`src/rtl/rshift_decoder.sv`:
```
// Serial one-hot decoder: recovers n from a word expected to be (1 << n) by
// right-shifting it one bit per clock, and flags words that are not one-hot.
module rshift_decoder #(
  parameter int WIDTH = 16,
  parameter int CNT_W = 4
) (
  input  logic             clk,
  input  logic             rst,
  input  logic             in_valid,
  output logic             in_ready,
  input  logic [WIDTH-1:0] shifted_in,
  output logic             out_valid,
  input  logic             out_ready,
  output logic [CNT_W-1:0] bit4_out,
  output logic             onehot_err,
  output logic             busy
);

  // state | meaning
  // IDLE  | waiting for a word; in_ready high
  // SHIFT | scanning sreg one bit per clock
  // DONE  | result presented; waiting for out_ready
  typedef enum logic [1:0] {
    IDLE  = 2'd0,
    SHIFT = 2'd1,
    DONE  = 2'd2
  } state_t;

  state_t           state, state_next;
  logic [WIDTH-1:0] sreg, sreg_next;
  logic [CNT_W-1:0] count, count_next;
  logic [CNT_W-1:0] pos, pos_next;
  logic [1:0]       ones, ones_next;
  logic [CNT_W-1:0] bit4_next;
  logic             err_next;

  always_ff @(posedge clk) begin
    if (rst) begin
      state      <= IDLE;
      sreg       <= '0;
      count      <= '0;
      pos        <= '0;
      ones       <= '0;
      bit4_out   <= '0;
      onehot_err <= 1'b0;
    end else begin
      state      <= state_next;
      sreg       <= sreg_next;
      count      <= count_next;
      pos        <= pos_next;
      ones       <= ones_next;
      bit4_out   <= bit4_next;
      onehot_err <= err_next;
    end
  end

  always_comb begin
    state_next = state;
    sreg_next  = sreg;
    count_next = count;
    pos_next   = pos;
    ones_next  = ones;
    bit4_next  = bit4_out;
    err_next   = onehot_err;
    case (state)
      IDLE: begin
        if (in_valid) begin
          sreg_next  = shifted_in;
          count_next = '0;
          ones_next  = '0;
          pos_next   = '0;
          if (shifted_in == '0) begin
            state_next = DONE;
            bit4_next  = '0;
            err_next   = 1'b1;
          end else begin
            state_next = SHIFT;
          end
        end
      end
      SHIFT: begin
        if (sreg[0]) begin
          if (ones == 2'd0) pos_next = count;
          // ones only needs to distinguish 0, 1 and "two or more"
          ones_next = (ones == 2'd2) ? 2'd2 : ones + 2'd1;
        end
        sreg_next  = sreg >> 1;
        count_next = count + 1'b1;
        if (sreg[WIDTH-1:1] == '0) begin
          state_next = DONE;
          bit4_next  = pos_next;
          err_next   = (ones_next != 2'd1);
        end
      end
      DONE: begin
        if (out_ready) state_next = IDLE;
      end
      default: state_next = IDLE;
    endcase
  end

  assign in_ready  = (state == IDLE);
  assign out_valid = (state == DONE);
  assign busy      = (state != IDLE);

endmodule

```
`config.mk`:
```
export PLATFORM = sky130hd
export DESIGN_NAME = rshift_decoder
export DESIGN_NICKNAME = d
export VERILOG_FILES = /design/src/rtl/rshift_decoder.sv
export SDC_FILE = /design/constraint.sdc
export NUM_CORES = 1
export LEC_CHECK = 0
export CAP_MARGIN = 25
export CORE_MARGIN = 4
export CORE_UTILIZATION = 45
export DETAILED_ROUTE_END_ITERATION = 10
export PLACE_DENSITY = 0.78
export RECOVER_POWER = 100
export SYNTH_ARGS = -nofsm -noshare
export SYNTH_HDL_FRONTEND = slang
export SYNTH_SLANG_ARGS = --single-unit
```
`constraint.sdc`:
```
create_clock -name clk -period 1.49 [get_ports clk]
set_clock_uncertainty 0.2 [all_clocks]
set_input_delay 0.298 -clock clk [delete_from_list [all_inputs] [get_ports clk]]
set_output_delay 0.298 -clock clk [all_outputs]
set_load 0.03 [all_outputs]
```
Run 1, clock wiring as the flow saved it:
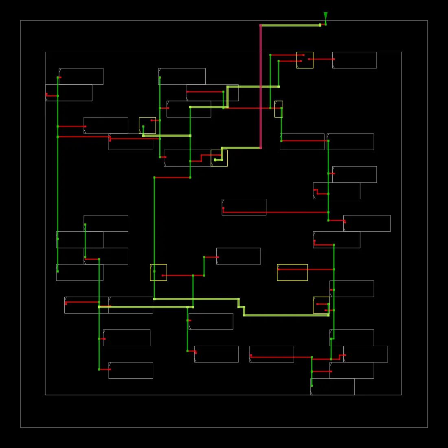
Num CTS Buffers: 5
P_clk: 538 uW
clkbuf count: 7

Run 1, met3 routing:
Drawn at 4 px/um.
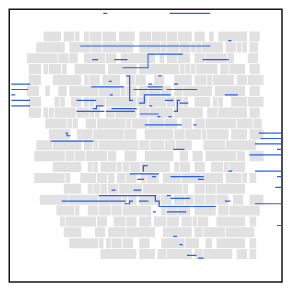
wire length on this layer	330 um
main direction	horizontal
nets with wire on the layer	51
longest straight run	32.2 um
share of all routed wire	5.1%

==> impl_metrics.toml, run 1 <==
# flow metrics
[global_route]
grt_pass1_vias = 1739
grt_overflow_total = 0

[floorplanning]
die_w_um = 67.8
num_rows = 21
fp_util_pct = 47.5
die_area_sq_um = 4600

[drt]
wl_um = 6470
drt_iter0_drc = 188
ant_nets = 0

[status]
status = "finished, violations left"
violations = "negative setup slack"

[logic_synthesis]
mux_area_share_pct = 4.35
ys_ff = 33
ys_warn_count = 0
synth_area_per_cell_sq_um = 8.39
simple_gate_share_pct = 27.3
synthArstFlopShare_pct = 0
synth-adder-area-share_pct = 2.33
most_common_cell = "nand2_1"

[layout]
final_util_pct = 82.7
final_cell_mix = "buf_4 (44), nand2_1 (32), dfxtp_1 (22), nor2_1 (15), a311oi_2 (15)"
nFillCells = 177
n_antenna_cell = 0

[sta]
hold_viol = 0
rsz0062_at_grt = "yes"
finalSetupViolations = 31
fin_ws_ps = -389

[clocking]
cts_tree = "yes"
cts.hold.buffers_added = 0

[power_and_ir_drop]
powerSeq_mw = 1.01
comb_cell_power_uw = 736
powerDensity_nw_per_um2 = 815

[worst_setup_path]
worstPathCellList = "nor4_4 > nand4_1 > o22a_4 > mux2_4"
max_stage_delay_ps = 380

[place]
hpwl_um = 2960
portBuffers = 27
Run 1, metal 2:
Drawn at 4 px/um.
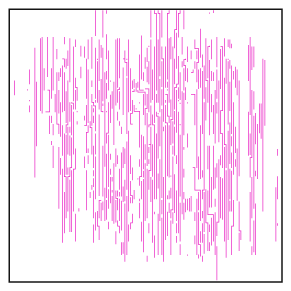
share of all routed wire	51%
longest straight run	38.1 um
nets with wire on the layer	269
wire length on this layer	3,270 um

Run 1, supply network:
Drawn at 6 px/um. Pins as bars on the die edge. Tap cells in gray.
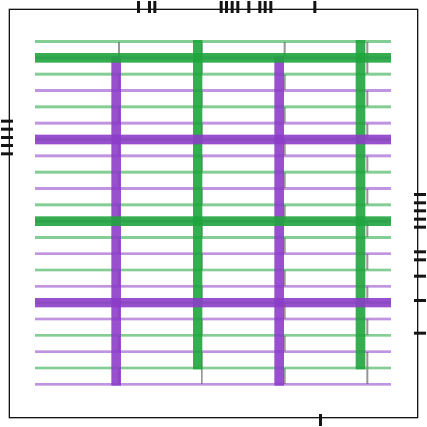
net	color
VSS	purple
VDD	green
tap cells	46
met1 rails	22
rows	21

-- run 1: worst paths after layout --
check,start,to,slack [ps],cells after the start
max,sreg[10]$_SDFFE_PP0P_,bit4_out[0]$_SDFFE_PP0P_,-390,4
min,shifted_in[2],sreg[2]$_SDFFE_PP0P_,170,3
max reg2reg,sreg[10]$_SDFFE_PP0P_,bit4_out[0]$_SDFFE_PP0P_,-390,4
min reg2reg,pos[1]$_SDFFE_PP0P_,pos[1]$_SDFFE_PP0P_,280,2
-- run 1: metrics by stage --
step	power [mW]	area (sq um)	hold slack (ps)
after detailed placement	1.46	2230	243
after CTS	2.15	2640	171
final	2.28	2800	173
after global routing	2.37	2800	168
after floorplan	1.21	1620	232
after global placement	1.45	2230	239
-- run 1: metal layers --
layer  track usage (%)  up-vias  routed length, um  part of all wire [%]
met1              28.4      902               2480                    38
met3              5.42       38                330                   5.1
met2              44.2       99               3270                    51
met5                 0        -                  0                     0
met4              12.2        0                389                   6.0
li1                  -      848                  -                     -
-- run 1: layout make-up --
cell class	instances	area (sq um)	share of cell area (%)
clock buffers	7	55.1	1.97
inverters	3	11.3	0.402
repair buffers	86	808	28.9
multi-input cells	143	1190	42.6
flip-flops and latches	33	677	24.2
well taps	46	57.6	2.05
-- run 1: critical path, delay by kind of cell, from the launching register on --
family | cells | cell delay (ps)
simple gates | 2 | 540
flops | 1 | 380
mux | 1 | 310
compound gates | 1 | 330
-- run 1: state kept, by name, summed over array words and instances, names as in the netlist --
name,count
pos,4
ones,2
onehot_err,1
state,2
count,4
sreg,16
bit4_out,4
-- run 1: what timing repair did --
item / in CTS / in global routing
gates resized: 63 / 43
hold endpoints to repair: 0 / 0
cloned: 3 / 0
setup endpoints to repair: 31 / 35
pin swaps: 17 / 38
setup buffers: 10 / 2
Run 1, wiring by layer:
Drawn at 6 px/um.
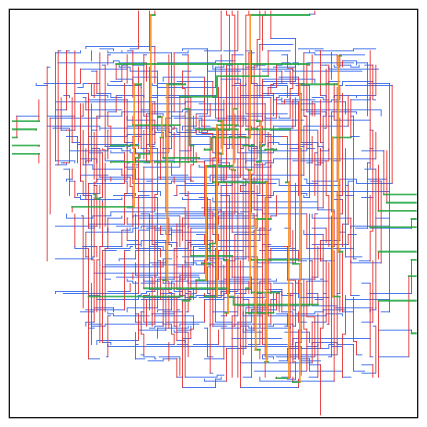

==> run 2: changes to the inputs <==
--- a/config.mk
+++ b/config.mk
@@ -7,9 +7,9 @@
 export LEC_CHECK = 0
 export CAP_MARGIN = 25
 export CORE_MARGIN = 4
-export CORE_UTILIZATION = 45
+export CORE_UTILIZATION = 47
 export DETAILED_ROUTE_END_ITERATION = 10
-export PLACE_DENSITY = 0.78
+export PLACE_DENSITY = 0.81
 export RECOVER_POWER = 100
 export SYNTH_ARGS = -nofsm -noshare
 export SYNTH_HDL_FRONTEND = slang
Run 2, wiring by layer:
Drawn at 6 px/um.
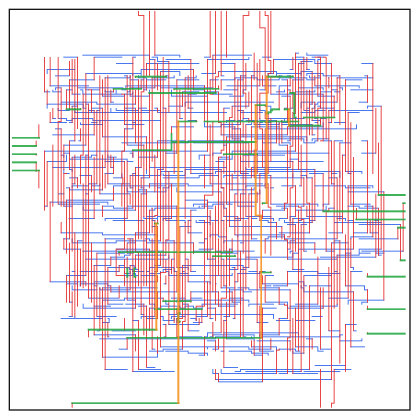
layer	color	wire length
M3	green	264 um
M4	orange	128 um
M1	blue	2,250 um
M2	red	3,020 um

Run 2, metal 2:
Drawn at 4 px/um.
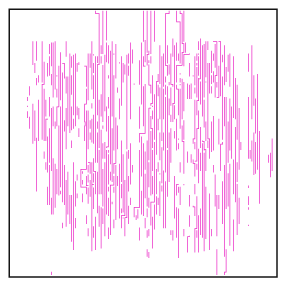
main direction	vertical
longest straight run	32.3 um
nets with wire on the layer	256

==> run 2 against run 1 <==
  * The run still ends with negative setup slack left
  * Clock-buffer cell count stayed put
  * Design area is 6.6% lower
  * Final cell count is 3.1% lower
  * Clock power is 0.7% lower
  * Synthesized area stayed put
  * First-iteration DRC count is 2.1% higher
  * Worst hold slack better by 9.8 ps
  * Sequential power hardly changed
  * Die size is 3.8% lower
  * Non-clock buffer count is 8 lower
  * Largest power group unchanged
==> impl_metrics.toml, run 2 <==
# flow metrics
[global_route]
grt_pass1_vias = 1728
met2_usage_pct = 43.4
top_usage_layer = "met2"
met3_usage_pct = 3.54
grtUsageMet1_pct = 27.2

[worst_setup_path]
rr_endpoint = "bit4_out[1]$_SDFFE_PP0P_"
worstReg2RegStart = "sreg[8]$_SDFFE_PP0P_"
endpoint = "bit4_out[1]$_SDFFE_PP0P_"
r2r_slack_ps = -260
max_stage_delay_ps = 420
worstPathCellList = "clkdlybuf4s50_1 > nor4_1 > nand4_1 > o22a_4 > mux2_4"
reg2reg_depth = 4

[place]
hpwl_um = 2960
portBuffers = 27
place_area_sq_um = 2180

[drt]
drt_iter0_drc = 192
ant_nets = 0

[status]
status = "finished, violations left"
violations = "negative setup slack"

[power_and_ir_drop]
powerDensity_nw_per_um2 = 836

[floorplanning]
fp_util_pct = 51.1
num_rows = 20
die_area_sq_um = 4430
die_w_um = 66.5

[logic_synthesis]
synth_area_per_cell_sq_um = 8.39
ys_warn_count = 0
ys_ff = 33
most_common_cell = "nand2_1"

[sta]
finalSetupViolations = 26
rsz0062_at_grt = "yes"
fin_ws_ps = -296
hold_viol = 0

[layout]
largest_reg_flops = 16
largest-register = "sreg"
final_cell_mix = "buf_4 (39), nand2_1 (36), dfxtp_1 (25), nor2_1 (18), dlygate4sd2_1 (11)"
fin_area_sq_um = 2620
final_util_pct = 83.0

[clocking]
cts_tree = "yes"
cts-resized-gates = 46
postCtsSetupBuffers = 7
## run 2: cell counts after synthesis
Identical to the previous run, type by type.
## run 2: power by group through the flow
| stage | logic [mW] | clock network [mW] | registers [mW] |
|---|---|---|---|
| final | 0.658 | 0.534 | 0.997 |
| after global routing | 0.700 | 0.556 | 1.00 |
| after CTS | 0.554 | 0.520 | 0.986 |
| after detailed placement | 0.447 | 0 | 0.999 |
| after global placement | 0.437 | 0 | 0.996 |
| after floorplan | 0.218 | 0 | 0.996 |
## run 2: final cells by class
class	instances	area (sq um)
fill	183	537
sequential	33	671
timing repair buffer	78	717
clock buffer	7	55.1
multi-input combinational	143	1110
tap	44	55.1
inverter	3	11.3
## run 2: cells by family after synthesis
group / Yosys count / share of synthesized area [%]
fa+ha+maj: 3 / 2.33
compound gates: 43 / 20.5
flops: 33 / 41.0
mux: 5 / 4.35
simple gates: 92 / 27.3
buf+inv: 16 / 4.51
## run 2: worst min-delay path by stage
stage	endpoint	cells past startpoint	from	slack, ps
after floorplan	pos[0]$_SDFFE_PP0P_	2	pos[0]$_SDFFE_PP0P_	230
after global placement	pos[0]$_SDFFE_PP0P_	2	pos[0]$_SDFFE_PP0P_	240
after detailed placement	pos[3]$_SDFFE_PP0P_	2	pos[3]$_SDFFE_PP0P_	250
after CTS	sreg[8]$_SDFFE_PP0P_	3	shifted_in[8]	170
after global routing	sreg[14]$_SDFFE_PP0P_	3	shifted_in[14]	200
final	sreg[12]$_SDFFE_PP0P_	3	shifted_in[12]	180
## run 2: routing by layer
layer,vias up,wire length [um]
met5,-,0
met3,12,263
li1,835,-
met1,880,2250
met2,63,3020
met4,0,128
## run 2: worst max-delay path: cells and delay by family
family	cells	cell delay, ps
simple gates	2	480
mux	1	310
buf+inv	1	420
compound gates	1	310
No activity file was given, so power comes from the tool's default toggle rates.
